M3 wires:
Bar = 20 µm.
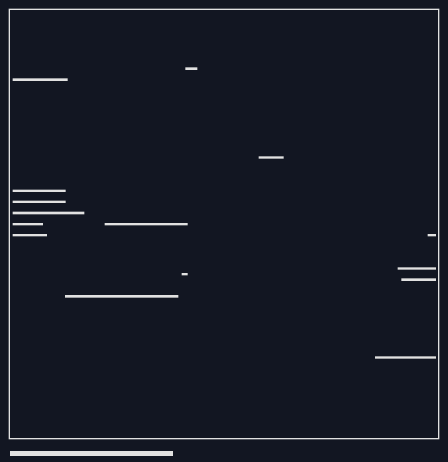
Port wiring:
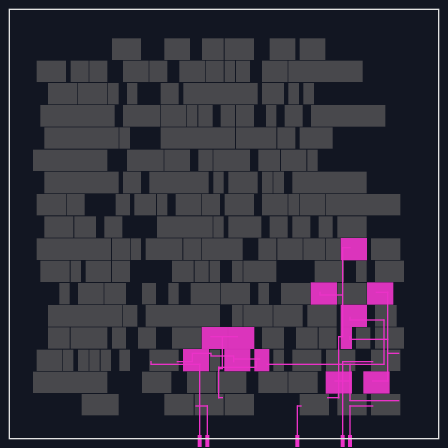
Placed cells, one color a class:
Fill, decap, tap and diode cells in gray.
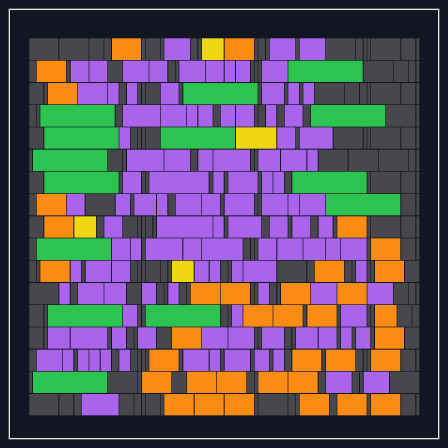
Cell outlines without signal wires:
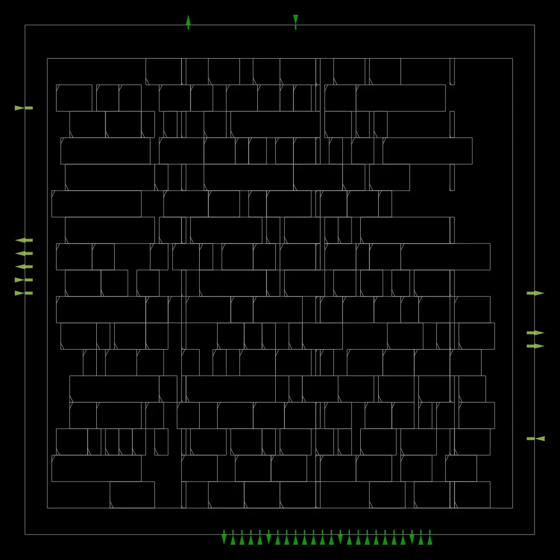
## src/rtl/pipeline_hazard_ctl_pkg.sv

```systemverilog
// Shared encodings for the pipeline hazard controller:
// PC-select codes, result-source codes, FSM states, counter widths.
package pipeline_hazard_ctl_pkg;

  localparam int XLEN_32b = 32;
  localparam int XLEN_64b = 64;

  localparam logic [1:0] PC_SEL_PC4    = 2'b00;
  localparam logic [1:0] PC_SEL_BRANCH = 2'b01;
  localparam logic [1:0] PC_SEL_MTVEC  = 2'b10;
  localparam logic [1:0] PC_SEL_MEPC   = 2'b11;

  localparam logic [1:0] RESULT_SRC_LOAD = 2'b01;

  localparam int DRAIN_W = 4;
  localparam int TMO_W   = 8;

  typedef enum logic [1:0] {
    S_RUN        = 2'b00,
    S_MC_WAIT    = 2'b01,
    S_TRAP_DRAIN = 2'b10
  } hz_state_e;

endpackage

```

## src/rtl/pipeline_hazard_ctl_load_use_det.sv

```systemverilog
// Load-use hazard compare: EX holds a load whose rd feeds rs1/rs2 in ID.
// In: rs1_d_i, rs2_d_i, rd_e_i, result_src_e_i, reg_wr_e_i. Out: hit_o.
module hazard_load_use_det
  import pipeline_hazard_ctl_pkg::*;
(
  input  logic [4:0] rs1_d_i,
  input  logic [4:0] rs2_d_i,
  input  logic [4:0] rd_e_i,
  input  logic [1:0] result_src_e_i,
  input  logic       reg_wr_e_i,
  output logic       hit_o
);

  logic is_load;
  logic rd_nz;
  logic match;

  assign is_load = (result_src_e_i == RESULT_SRC_LOAD);
  assign rd_nz   = (rd_e_i != 5'd0);
  assign match   = (rd_e_i == rs1_d_i) ||
                   (rd_e_i == rs2_d_i);
  assign hit_o   = is_load & reg_wr_e_i &
                   rd_nz & match;

endmodule

```

## src/rtl/pipeline_hazard_ctl.sv

```systemverilog
// Hazard/sequencing controller: load-use, redirects, trap/mret, MC waits.
// In: ID/EX/MEM hazard info. Out: stage stall/enable/flush, pc_sel, strobes.
module pipeline_hazard_ctl
  import pipeline_hazard_ctl_pkg::*;
#(
  parameter int XLEN           = XLEN_64b,
  parameter int TRAP_DRAIN_CYC = 2,
  parameter int MC_TIMEOUT     = 64
) (
  input  logic       i_clk,
  input  logic       i_rst_n,
  input  logic [4:0] i_rs1_d,
  input  logic [4:0] i_rs2_d,
  input  logic [4:0] i_rd_e,
  input  logic [1:0] i_result_src_e,
  input  logic       i_reg_wr_e,
  input  logic       i_pc_src_e,
  input  logic       i_exception_m,
  input  logic       i_mret_m,
  input  logic       i_mc_start_e,
  input  logic       i_mc_done_e,
  output logic       o_stall_f,
  output logic       o_if_id_en,
  output logic       o_if_id_flush,
  output logic       o_id_ex_en,
  output logic       o_id_ex_flush,
  output logic       o_id_ex_flush_exception_m,
  output logic       o_ex_mem_flush,
  output logic [1:0] o_pc_sel,
  output logic       o_csr_trap_we,
  output logic       o_mc_timeout
);

  if (!(XLEN == XLEN_32b || XLEN == XLEN_64b)) begin : g_bad_xlen
    $error("pipeline_hazard_ctl: XLEN must be 32 or 64");
  end
  if (TRAP_DRAIN_CYC < 1 || TRAP_DRAIN_CYC > 15) begin : g_bad_drain
    $error("pipeline_hazard_ctl: TRAP_DRAIN_CYC out of 1..15");
  end
  if (MC_TIMEOUT < 2 || MC_TIMEOUT > 255) begin : g_bad_tmo
    $error("pipeline_hazard_ctl: MC_TIMEOUT out of 2..255");
  end

  localparam logic [DRAIN_W-1:0] DRAIN_INIT =
    DRAIN_W'(TRAP_DRAIN_CYC);
  localparam logic [TMO_W-1:0] TMO_LAST =
    TMO_W'(MC_TIMEOUT - 1);

  hz_state_e          state_q, state_d;
  logic [DRAIN_W-1:0] drain_q, drain_d;
  logic [TMO_W-1:0]   tmo_q, tmo_d;

  logic lu_hit;
  logic trap_go;

  hazard_load_use_det u_lu (
    .rs1_d_i        (i_rs1_d),
    .rs2_d_i        (i_rs2_d),
    .rd_e_i         (i_rd_e),
    .result_src_e_i (i_result_src_e),
    .reg_wr_e_i     (i_reg_wr_e),
    .hit_o          (lu_hit)
  );

  // mret only redirects from RUN; in the other states MEM holds
  // bubbles, so only a fresh exception can preempt them.
  assign trap_go = i_exception_m |
                   (i_mret_m & (state_q == S_RUN));

  always_comb begin
    state_d = state_q;
    drain_d = drain_q;
    tmo_d   = tmo_q;

    o_stall_f                 = 1'b0;
    o_if_id_en                = 1'b1;
    o_if_id_flush             = 1'b0;
    o_id_ex_en                = 1'b1;
    o_id_ex_flush             = 1'b0;
    o_id_ex_flush_exception_m = 1'b0;
    o_ex_mem_flush            = 1'b0;
    o_pc_sel                  = PC_SEL_PC4;
    o_csr_trap_we             = 1'b0;
    o_mc_timeout              = 1'b0;

    if (trap_go) begin
      o_if_id_flush             = 1'b1;
      o_id_ex_flush_exception_m = 1'b1;
      o_ex_mem_flush            = 1'b1;
      o_pc_sel      = i_exception_m ? PC_SEL_MTVEC
                                    : PC_SEL_MEPC;
      o_csr_trap_we = i_exception_m;
      drain_d = DRAIN_INIT;
      tmo_d   = '0;
      state_d = S_TRAP_DRAIN;
    end else begin
      unique case (state_q)
        S_RUN: begin
          if (i_pc_src_e) begin
            o_pc_sel      = PC_SEL_BRANCH;
            o_if_id_flush = 1'b1;
            o_id_ex_flush = 1'b1;
          end else if (i_mc_start_e && !i_mc_done_e) begin
            o_stall_f      = 1'b1;
            o_if_id_en     = 1'b0;
            o_id_ex_en     = 1'b0;
            o_ex_mem_flush = 1'b1;
            tmo_d   = '0;
            state_d = S_MC_WAIT;
          end else if (lu_hit) begin
            o_stall_f     = 1'b1;
            o_if_id_en    = 1'b0;
            o_id_ex_flush = 1'b1;
          end
        end
        S_MC_WAIT: begin
          if (i_mc_done_e) begin
            state_d = S_RUN;
          end else if (tmo_q == TMO_LAST) begin
            // Drop the stuck op from ID_EX and resume.
            o_mc_timeout  = 1'b1;
            o_id_ex_flush = 1'b1;
            state_d = S_RUN;
          end else begin
            o_stall_f      = 1'b1;
            o_if_id_en     = 1'b0;
            o_id_ex_en     = 1'b0;
            o_ex_mem_flush = 1'b1;
            tmo_d = tmo_q + 1'b1;
          end
        end
        S_TRAP_DRAIN: begin
          o_if_id_flush = 1'b1;
          drain_d = drain_q - 1'b1;
          if (drain_q <= 1) begin
            state_d = S_RUN;
          end
        end
        default: begin
          state_d = S_RUN;
        end
      endcase
    end

    // Outputs fall to their idle values the moment reset asserts.
    if (!i_rst_n) begin
      o_stall_f                 = 1'b0;
      o_if_id_en                = 1'b1;
      o_if_id_flush             = 1'b0;
      o_id_ex_en                = 1'b1;
      o_id_ex_flush             = 1'b0;
      o_id_ex_flush_exception_m = 1'b0;
      o_ex_mem_flush            = 1'b0;
      o_pc_sel                  = PC_SEL_PC4;
      o_csr_trap_we             = 1'b0;
      o_mc_timeout              = 1'b0;
    end
  end

  always_ff @(posedge i_clk or negedge i_rst_n) begin
    if (!i_rst_n) begin
      state_q <= S_RUN;
      drain_q <= '0;
      tmo_q   <= '0;
    end else begin
      state_q <= state_d;
      drain_q <= drain_d;
      tmo_q   <= tmo_d;
    end
  end

endmodule

```

## config.mk

```make
export PLATFORM = sky130hd
export DESIGN_NAME = pipeline_hazard_ctl
export DESIGN_NICKNAME = d
export VERILOG_FILES = /design/src/rtl/pipeline_hazard_ctl_pkg.sv /design/src/rtl/pipeline_hazard_ctl_load_use_det.sv /design/src/rtl/pipeline_hazard_ctl.sv
export SDC_FILE = /design/constraint.sdc
export NUM_CORES = 1
export LEC_CHECK = 0
export CORE_MARGIN = 2
export CORE_UTILIZATION = 50
export DETAILED_ROUTE_END_ITERATION = 7
export PLACE_DENSITY = 0.85
export SLEW_MARGIN = 20
export SYNTH_ARGS = -nofsm -noshare
export SYNTH_HDL_FRONTEND = slang
export SYNTH_SLANG_ARGS = --single-unit
```

## constraint.sdc

```tcl
create_clock -name i_clk -period 4.4 [get_ports i_clk]
set_input_delay 0.44 -clock i_clk [delete_from_list [all_inputs] [get_ports i_clk]]
set_output_delay 0.44 -clock i_clk [all_outputs]
set_load 0.005 [all_outputs]
```

==> impl_metrics.csv <==
group,metric,value,unit
synthesis,avgSynthCellArea,8.87,µm²
clock_tree,hold_buffers,0,
detailed_routing,via_per_inst,5.41,
synthesis,ys_ff,14,
global_route,grt_first_pass_wirelength,4.71,mm
job,drv_cap,0,
sta,finalCriticalPeriod,2980,ps
synthesis,synth.area.top_cells,"dfrtp_1 30%, xnor2_1 9.0%, nor2_1 5.1%",
clock_tree,clk_pin_slew,90,ps
detailed_routing,drc,0,
power_and_ir_drop,power,462,µW
synthesis,synth.distinct_cells,45,
place,dp.final_hpwl,2.18,mm
clock_tree,cts_root_buf,"clkbuf_4",
synthesis,postSynthSeqShare,29.9,%
sta,fmax,335,MHz
clock_tree,cts_resized,0,
synthesis,synth_area,1170,µm²
sta,hold_viol,0,
place,gp_congestion,0.819,
synthesis,yosysTopAreaCell,"dfrtp_1",
global_route,antenna_found_initial,0,
outcome,status,"finished clean",
clock_tree,clk_path_buf_depth,2,
sta,grt_setup_unrepaired,"false",
layout,drive_gt1_share,10.1,%
worst_setup_path,arrival,2540,ps
worst_setup_path,cp_top_family,"AND-OR/OR-AND gates",
synthesis,yosysTopAreaCellShare,29.9,%
worst_setup_path,cp-end-kind,"output port",
worst_setup_path,rrSetupSlack,2340,ps
clock_tree,post_cts_buffers,0,
layout,syn_to_final_growth,34.0,%
die,dieHeight,52.4,µm
layout,final_net_count,197,
worst_setup_path,critical-path-max-stage-delay,650,ps
synthesis,syn-num-nets,160,
synthesis,yosys-stat-area,1170,µm²
worst_setup_path,startpoint_type,"flip-flop",
die,initCoreUtil,52.9,%
power_and_ir_drop,power_density,294,nW/µm²
clock_tree,tritoncts,"built",
die,die_area,2750,µm²
layout,layout_top_cell,"clkdlybuf4s50_1",
power_and_ir_drop,ir_worst_vdd,244,µV
layout,fill_cells,201,
hold_path,hp-class,"primary input to async pin",
worst_setup_path,crit_type,"flip-flop to output port",
worst_setup_path,crit_path_cell_trace,"ha_1 > nand3_1 > o21ai_1 > nand2_1 > and2_1 > clkdlybuf4s50_1",
die,die_x,52.4,µm
detailed_routing,drt_first_pass_iters,4,
synthesis,yosysWarnings,0,
worst_setup_path,required,3960,ps
sta,fin_skew,6.37,ps
layout,layout_top_cells,"35 x clkdlybuf4s50_1, 16 x nor2_1, 14 x dfrtp_1",
sta,slew_headroom,50.6,%
clock_tree,cts.sink_count,14,
global_route,grt_max_degree,22,
sta,tightest_slew,736,ps
layout,post-route-util,70.9,%
detailed_routing,ant_nets,0,
global_route,grt_pass1_vias,1074,
sta,drv_slew,0,
layout,num_antenna_cells,0,
synthesis,netlist_instances,132,
detailed_routing,wl_per_cell,14.1,µm
power_and_ir_drop,leakagePower,0.655,nW
clock_tree,clk_latency,290,ps
job,warnings,27,
worst_setup_path,slowest_stage,"o21ai_1",
global_route,grt_use_total,23.3,%
global_route,grt_overflow_total,0,
sta,period_used_share,67.8,%
worst_setup_path,path_max_fanout,11,
clock_tree,cts_buffers,3,
clock_tree,htree_levels,1,
worst_setup_path,crit_buf_inv,1,
sta,setup_viol,0,
detailed_routing,drtIter0Drc,13,
sta,tns,0,ps
synthesis,yosysCellCount,132,
-- 'M3 wires' (at the start) --
share of all routed wire: 2.8%
nets with wire on the layer: 12
GR Util met3: 4.00%
Via Count: 1061
final WL: 2.76 mm

-- 'port wiring' (at the start) --
[`i_rd_e`] magenta | direction: input | end cells: 12 | buffers: 5 | wire: 153 µm
IO Port Bufs: 35
Top Ports: 36

-- 'placed cells, one color a class' (at the start) --
[flops] green | cells: 14 | share of their area: 23%
[other buffers and delay cells] orange | cells: 36 | share of their area: 23%
[clock drivers and dummy loads] yellow | cells: 4 | share of their area: 2.4%
[all other logic] purple | cells: 114 | share of their area: 51%
Core ar.: 2210 µm²
Seq area share: 22.3%

-- 'cell outlines without signal wires' (at the start) --
# rows: 17
Finished Layout Cells: 196
Tapcells: 28
registers: 14

-- logic make-up (layout without fill, tap and decap cells) --
group | count (synthesis) | count (layout) | synth area share (%)
multiplexers | 1 | 1 | 0.855
adder cells (fa/ha/maj) | 3 | 3 | 3.21
AND/OR/NAND/NOR | 58 | 58 | 29.7
XOR/XNOR | 13 | 13 | 9.72
AND-OR/OR-AND | 30 | 30 | 21.0
flip-flops | 14 | 14 | 29.9
buffers and inverters | 13 | 49 | 5.55
-- worst register-to-register path: cells and delay by family, from the launching register on --
kind | cells | cell delay [ps]
AND-OR/OR-AND | 3 | 1160
flip-flops | 1 | 400
adder cells (fa/ha/maj) | 1 | 200
AND/OR/NAND/NOR | 1 | 200
-- Yosys cell counts (all sizes together) --
cell type  number
nor2           17
dfrtp          14
xnor2          12
inv             9
and2            8
nand2           7
a22o            6
a21oi           4
buf             4
nand3           4
nor3            4
nor3b           4
o2bb2ai         4
a211oi          3
ha              3
o21ai           3
a21o            2
a22oi           2
and3            2
nand2b          2
or2             2
a31o            1
mux2i           1
nand3b          1
nand4           1
nand4bb         1
nor2b           1
nor4            1
o2111a          1
o211a           1
o211ai          1
o221a           1
o22ai           1
or3             1
or3b            1
or4b            1
xor2            1
-- stage by stage --
stage	hold slack (ps)	instances	instance area (µm²)	setup slack (ps)
finish	473	196	1570	1420
global route	500	196	1570	1210
CTS	475	196	1570	1400
detailed placement	533	192	1530	1420
global placement	511	192	1530	1440
floorplan	144	132	1170	2550
-- sequential cells by signal, indices dropped and copies added, names as in the netlist --
signal	count
drain_q	4
state_q	2
tmo_q	8
-- path summary, 6_finish.rpt --
path,startpoint,end,cells past startpoint
setup / recovery,tmo_q[0]$_DFFE_PN0P_,o_ex_mem_flush,6
max in group asynchronous,i_rst_n,drain_q[2]$_DFFE_PN0P_,2
setup reg to reg,tmo_q[0]$_DFFE_PN0P_,tmo_q[6]$_DFFE_PN0P_,5
hold reg to reg,tmo_q[7]$_DFFE_PN0P_,tmo_q[7]$_DFFE_PN0P_,1
min in group i_clk,tmo_q[7]$_DFFE_PN0P_,tmo_q[7]$_DFFE_PN0P_,1
hold / removal,i_rst_n,tmo_q[6]$_DFFE_PN0P_,2
-- layer usage --
metal  GRT usage (%)  wire (µm)  share of wire, %  up-vias
met5               0          0                 0        -
met4            12.8         51               1.8        0
met3            4.00         78               2.8        5
met2            40.0       1490                54       15
met1            27.3       1140                41      499
li1                -          -                 -      542
-- final cells by class --
| cell class | count | area [µm²] | share of cell area, % |
|---|---|---|---|
| multi-input combinational | 105 | 756 | 48.2 |
| timing repair buffer | 36 | 358 | 22.8 |
| sequential | 14 | 350 | 22.3 |
| clock buffer | 4 | 36.3 | 2.31 |
| tap | 28 | 35.0 | 2.23 |
| inverter | 9 | 33.8 | 2.15 |
-- report_power, final --
| part | leakage (nW) | internal (mW) | total [mW] | switching, mW |
|---|---|---|---|---|
| registers | 0.186 | 0.149 | 0.181 | 0.0318 |
| clock network | 0.0210 | 0.0505 | 0.0951 | 0.0446 |
| logic | 0.449 | 0.0982 | 0.185 | 0.0870 |
| total | 0.655 | 0.298 | 0.462 | 0.164 |
No activity file was given, so power comes from the tool's default toggle rates.
